$ cat src/rtl/rtlmem_arb_pkg.sv
// rtl/rtlmem_arb_pkg.sv - shared types and constants for the 1rw2x memory arbiter
package rtlmem_arb_pkg;

   localparam int G_RD_LAT = 2;

   typedef enum logic [1:0] {
      ST_IDLE  = 2'd0,
      ST_DRAIN = 2'd1,
      ST_CLR   = 2'd2,
      ST_WAIT  = 2'd3
   } clr_state_e;

   function automatic int clog2(input int n);
      int r;
      r = 0;
      while ((1 << r) < n) r++;
      return r;
   endfunction

endpackage

$ cat src/rtl/rr_arb_core.sv
// rtl/rr_arb_core.sv - combinational round-robin pick from a request vector and start pointer
module rr_arb_core
   import rtlmem_arb_pkg::*;
#(
   parameter int G_NREQ = 4,
   localparam int ID_W = clog2(G_NREQ)
) (
   input  logic [G_NREQ-1:0] req,
   input  logic [ID_W-1:0]   ptr,
   output logic [G_NREQ-1:0] gnt,
   output logic [ID_W-1:0]   id,
   output logic              any
);

   int              idx;
   logic [ID_W-1:0] cand;

   always_comb begin
      gnt  = '0;
      id   = '0;
      any  = 1'b0;
      idx  = 0;
      cand = '0;
      for (int k = 0; k < G_NREQ; k++) begin
         idx  = (int'(ptr) + k) % G_NREQ;
         cand = ID_W'(idx);
         if (!any && req[cand]) begin
            any       = 1'b1;
            gnt[cand] = 1'b1;
            id        = cand;
         end
      end
   end

endmodule

$ cat src/rtl/rtlmem_1rw2x_arb.sv
// rtl/rtlmem_1rw2x_arb.sv - round-robin sharing of one 2-cycle-read memory plus clear sequencing
module rtlmem_1rw2x_arb
   import rtlmem_arb_pkg::*;
#(
   parameter int G_NREQ  = 4,
   parameter int G_ADDR  = 10,
   parameter int G_WIDTH = 16
) (
   input  logic                        clk,
   input  logic                        rst_n,
   input  logic                        clr_req,
   output logic                        clr_busy,
   input  logic [G_NREQ-1:0]           rq_vld,
   input  logic [G_NREQ-1:0]           rq_we,
   input  logic [G_NREQ*G_ADDR-1:0]    rq_ad,
   input  logic [G_NREQ*G_WIDTH-1:0]   rq_di,
   output logic [G_NREQ-1:0]           rq_gnt,
   output logic [G_NREQ-1:0]           rd_vld,
   output logic [G_WIDTH-1:0]          rd_do,
   output logic [G_ADDR-1:0]           memad,
   output logic                        memwe,
   output logic [G_WIDTH-1:0]          memdi,
   output logic                        memre,
   input  logic [G_WIDTH-1:0]          memdo,
   output logic                        clren,
   input  logic                        clrrdy
);

   localparam int ID_W = clog2(G_NREQ);

   clr_state_e          st_q, st_d;
   logic                wcnt_q, wcnt_d;
   logic [ID_W-1:0]     ptr_q, ptr_d;
   logic [G_ADDR-1:0]   memad_q, memad_d;
   logic [G_WIDTH-1:0]  memdi_q, memdi_d;
   logic                memwe_q, memwe_d;
   logic                memre_q, memre_d;
   logic [ID_W-1:0]     iss_id_q, iss_id_d;
   logic [G_RD_LAT-1:0] rv_q, rv_d;
   logic [ID_W-1:0]     rid_q [G_RD_LAT];
   logic [ID_W-1:0]     rid_d [G_RD_LAT];

   logic [G_NREQ-1:0]   arb_gnt;
   logic [ID_W-1:0]     arb_id;
   logic                arb_any;
   logic                grant_en;
   logic                accept;
   logic                inflight;

   rr_arb_core #(.G_NREQ(G_NREQ)) u_core (
      .req (rq_vld),
      .ptr (ptr_q),
      .gnt (arb_gnt),
      .id  (arb_id),
      .any (arb_any)
   );

   // A clear request in IDLE takes priority over any pending command that cycle.
   assign grant_en = (st_q == ST_IDLE) && !clr_req;
   assign rq_gnt   = grant_en ? arb_gnt : '0;
   assign accept   = grant_en && arb_any;
   assign inflight = memre_q || (|rv_q);

   assign memad = memad_q;
   assign memdi = memdi_q;
   assign memwe = memwe_q;
   assign memre = memre_q;
   assign rd_do = memdo;

   always_comb begin
      ptr_d    = ptr_q;
      memad_d  = memad_q;
      memdi_d  = memdi_q;
      memwe_d  = 1'b0;
      memre_d  = 1'b0;
      iss_id_d = iss_id_q;
      if (accept) begin
         ptr_d    = (arb_id == ID_W'(G_NREQ - 1)) ? '0 : arb_id + 1'b1;
         memad_d  = rq_ad[int'(arb_id)*G_ADDR +: G_ADDR];
         memdi_d  = rq_di[int'(arb_id)*G_WIDTH +: G_WIDTH];
         memwe_d  = rq_we[arb_id];
         memre_d  = !rq_we[arb_id];
         iss_id_d = arb_id;
      end
   end

   // Return tags trail the issue register by the memory read latency.
   always_comb begin
      rv_d[0]  = memre_q;
      rid_d[0] = iss_id_q;
      for (int i = 1; i < G_RD_LAT; i++) begin
         rv_d[i]  = rv_q[i-1];
         rid_d[i] = rid_q[i-1];
      end
      rd_vld = '0;
      if (rv_q[G_RD_LAT-1]) rd_vld[rid_q[G_RD_LAT-1]] = 1'b1;
   end

   always_comb begin
      st_d     = st_q;
      wcnt_d   = wcnt_q;
      clren    = 1'b0;
      clr_busy = 1'b1;
      case (st_q)
         ST_IDLE: begin
            clr_busy = 1'b0;
            if (clr_req) st_d = ST_DRAIN;
         end
         ST_DRAIN: begin
            if (!inflight) st_d = ST_CLR;
         end
         ST_CLR: begin
            clren  = 1'b1;
            wcnt_d = 1'b0;
            st_d   = ST_WAIT;
         end
         ST_WAIT: begin
            wcnt_d = 1'b1;
            if (wcnt_q && clrrdy) st_d = ST_IDLE;
         end
         default: st_d = ST_IDLE;
      endcase
   end

   always_ff @(posedge clk) begin
      if (!rst_n) begin
         st_q     <= ST_IDLE;
         wcnt_q   <= 1'b0;
         ptr_q    <= '0;
         memad_q  <= '0;
         memdi_q  <= '0;
         memwe_q  <= 1'b0;
         memre_q  <= 1'b0;
         iss_id_q <= '0;
         rv_q     <= '0;
         rid_q    <= '{default: '0};
      end else begin
         st_q     <= st_d;
         wcnt_q   <= wcnt_d;
         ptr_q    <= ptr_d;
         memad_q  <= memad_d;
         memdi_q  <= memdi_d;
         memwe_q  <= memwe_d;
         memre_q  <= memre_d;
         iss_id_q <= iss_id_d;
         rv_q     <= rv_d;
         rid_q    <= rid_d;
      end
   end

endmodule
$ cat config.mk
export PLATFORM = sky130hd
export DESIGN_NAME = rtlmem_1rw2x_arb
export DESIGN_NICKNAME = d
export VERILOG_FILES = /design/src/rtl/rtlmem_arb_pkg.sv /design/src/rtl/rr_arb_core.sv /design/src/rtl/rtlmem_1rw2x_arb.sv
export SDC_FILE = /design/constraint.sdc
export NUM_CORES = 1
export LEC_CHECK = 0
export ABC_AREA = 0
export CORE_MARGIN = 2
export CORE_UTILIZATION = 38
export CTS_CLUSTER_DIAMETER = 30
export DETAILED_ROUTE_END_ITERATION = 10
export PLACE_DENSITY = 0.79
export SYNTH_ARGS = -nofsm -noshare
export SYNTH_HDL_FRONTEND = slang
export SYNTH_SLANG_ARGS = --single-unit
export TNS_END_PERCENT = 100
$ cat constraint.sdc
create_clock -name clk -period 3 [get_ports clk]
set_input_delay 0.6 -clock clk [delete_from_list [all_inputs] [get_ports clk]]
set_output_delay 0.6 -clock clk [all_outputs]
set_load 0.02 [all_outputs]
==> flow_summary_export.csv, run 1 <==
group,metric,value,unit
outcome,status,"finished clean",
global_routing,gr-total-overflow,0,
min_path,holdCritStartpoint,"rid_d[1]",
logic_synthesis,synth.top_cell.area_share,0.218,
drt,detailroute.wirelength.met2,6400,µm
global_routing,antenna_found_initial,0,
floorplan,row_count,36,
sta,slew_headroom,0.254,
setup_path,ff2ff_setup_slack,250,ps
global_routing,global_route.usage.met2,0.412,
logic_synthesis,yosys_warnings,0,
setup_path,cpPeakStageDelay,470,ps
logic_synthesis,yosys_most_used_dff,"sky130_fd_sc_hd__dfxtp_1",
logic_synthesis,postSynthRegisterBits,41,
clock_network,htree_levels,2,
finish,seq-cell-share,0.147,
clock_network,clkSlewWorstSetupHoldPaths,80,ps
clock_network,number_of_setup_buffers_added_after_cts,1,
min_path,min_path_cells,1,
finish,largest_register_ff_count,16,
logic_synthesis,topCellsByArea,"sky130_fd_sc_hd__dfxtp_1 22%, sky130_fd_sc_hd__mux2_2 7.5%, sky130_fd_sc_hd__a221o_1 7.4%, sky130_fd_sc_hd__nand3_1 7.0%, sky130_fd_sc_hd__a211oi_2 6.6%",
logic_synthesis,simple_gate_share,0.177,
finish,design.final.nets,744,
pwr,netsw,2.38,mW
finish,multi_input_comb_area,2620,µm²
pwr,fin_total_pwr,4.94,mW
finish,layout.cell_area.non_filler,5610,µm²
setup_path,timing.critical_path.to,"rq_gnt[2]",
pwr,pwr_density_cell,882,nW/µm²
floorplan,coreArea,9680,µm²
floorplan,floorplan.tapcells,133,
sta,fmax,348,MHz
pwr,combinationalPower,3.73,mW
global_routing,grt_use_met3,0.0321,
clock_network,ctsResizeCount,24,
logic_synthesis,synth.yosys.seq_area_share,0.218,
pwr,sequentialPower,851,µW
Figure 1. Register map, names as in the netlist (run 1).
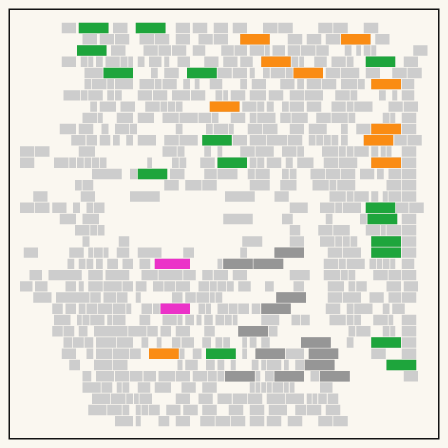
Key: green = memdi [placed flops 16, where all over the die]; magenta = ptr_q [placed flops 2]; orange = memad [placed flops 10]

Figure 2. Pin map (run 1).
Pins as bars across the die edge, other pins in gray.
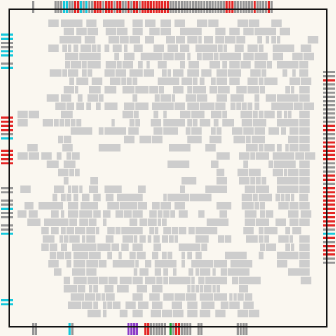
Key: red = rq_di [pins 64, direction input, edge 28 top, 24 right, 8 left, 4 bottom]; green = clrrdy [pins 1, direction input, edge bottom]; purple = rq_gnt [pins 4, direction output, edge bottom]; cyan = memdo [pins 16, direction input, edge 10 left, 4 top, 1 bottom, 1 right]
die extent in x: 104 µm
PortBufs: 153

Figure 3. Clock nets (run 1).
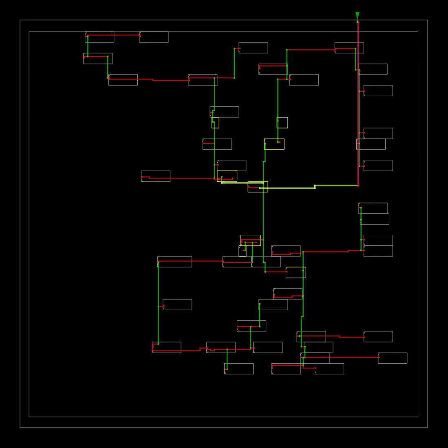
Worst-Skew Late Latency: 290 ps
largest clock skew in the final design: 5.14 ps
total clock buffers created by CTS: 5
number of sequential cells: 41

==> run 1 -> run 2 <==
--- a/config.mk
+++ b/config.mk
@@ -8,7 +8,7 @@
 export ABC_AREA = 0
 export CORE_MARGIN = 2
 export CORE_UTILIZATION = 38
-export CTS_CLUSTER_DIAMETER = 30
+export CTS_CLUSTER_DIAMETER = 120
 export DETAILED_ROUTE_END_ITERATION = 10
 export PLACE_DENSITY = 0.79
 export SYNTH_ARGS = -nofsm -noshare
==> flow_summary_export.csv, run 2 <==
group,metric,value,unit
floorplan,floorplan.tapcells,133,
outcome,status,"finished clean",
clock_network,htree_levels,2,
min_path,holdCritStartpoint,"rid_d[1]",
floorplan,row_count,36,
clock_network,number_of_setup_buffers_added_after_cts,1,
min_path,min_path_cells,1,
logic_synthesis,simple_gate_share,0.177,
finish,design.final.nets,744,
global_routing,wire_length_of_the_first_global_routing_pass,20400,µm
clock_network,cts_made_buffers,5,
pwr,combinationalPower,3.73,mW
sta,slew_headroom,0.254,
logic_synthesis,yosys_most_used_dff,"sky130_fd_sc_hd__dfxtp_1",
clock_network,ctsResizeCount,24,
setup_path,timing.critical_path.to,"rq_gnt[2]",
logic_synthesis,yosys_warnings,0,
sta,final-setup-viol-count,0,
pwr,total_leakage_power,1.97,nW
finish,largest_register_ff_count,16,
finish,layout.cell_area.non_filler,5610,µm²
setup_path,ff2ff_setup_slack,250,ps
logic_synthesis,topCellsByArea,"sky130_fd_sc_hd__dfxtp_1 22%, sky130_fd_sc_hd__mux2_2 7.5%, sky130_fd_sc_hd__a221o_1 7.4%, sky130_fd_sc_hd__nand3_1 7.0%, sky130_fd_sc_hd__a211oi_2 6.6%",
global_routing,global_route.usage.met2,0.412,
logic_synthesis,mappedNetlistArea,3770,µm²
global_routing,antenna_found_initial,0,
sta,skew,5.14,ps
floorplan,die_x,104,µm
global_routing,grt_use_met3,0.0321,
logic_synthesis,postSynthRegisterBits,41,
sta,fmax,348,MHz
pwr,netsw,2.38,mW
finish,multi_input_comb_area,2620,µm²
setup_path,cpLargestDelayFamily,"buffers and inverters",
global_routing,gr-total-overflow,0,
floorplan,coreArea,9680,µm²
finish,nonClockInverterCount,8,
clock_network,clkSlewWorstSetupHoldPaths,80,ps
pwr,fin_total_pwr,4.94,mW
finish,number_of_sequential_cells,41,
placed_design,portbufs,153,
Figure 4. Register map, names as in the netlist (run 2).
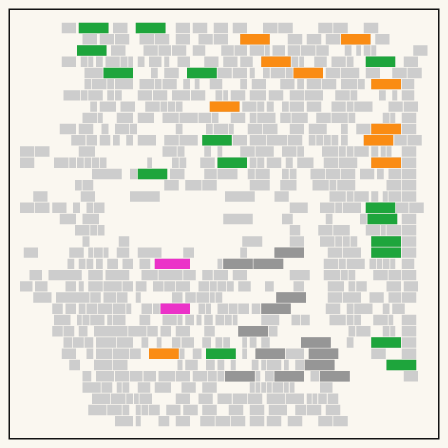
Key: magenta = ptr_q [placed flops 2]; green = memdi [placed flops 16, where all over the die]; orange = memad [placed flops 10]
sequential power: 851 µW
area taken by flip-flops and latches: 825 µm²
Seq/total area: 0.147

Figure 5. Clock nets (run 2).
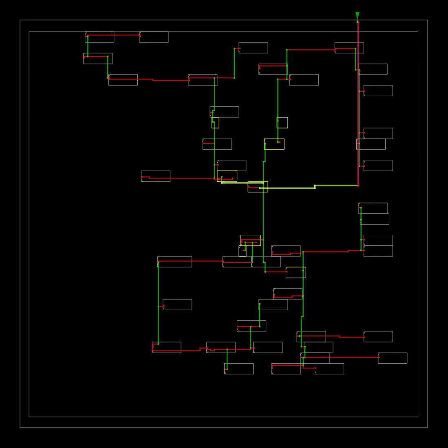
CLK BUF: 5
TritonCTS Sinks: 41
power in the clock group: 366 µW

Power and IR drop assume default switching activity.
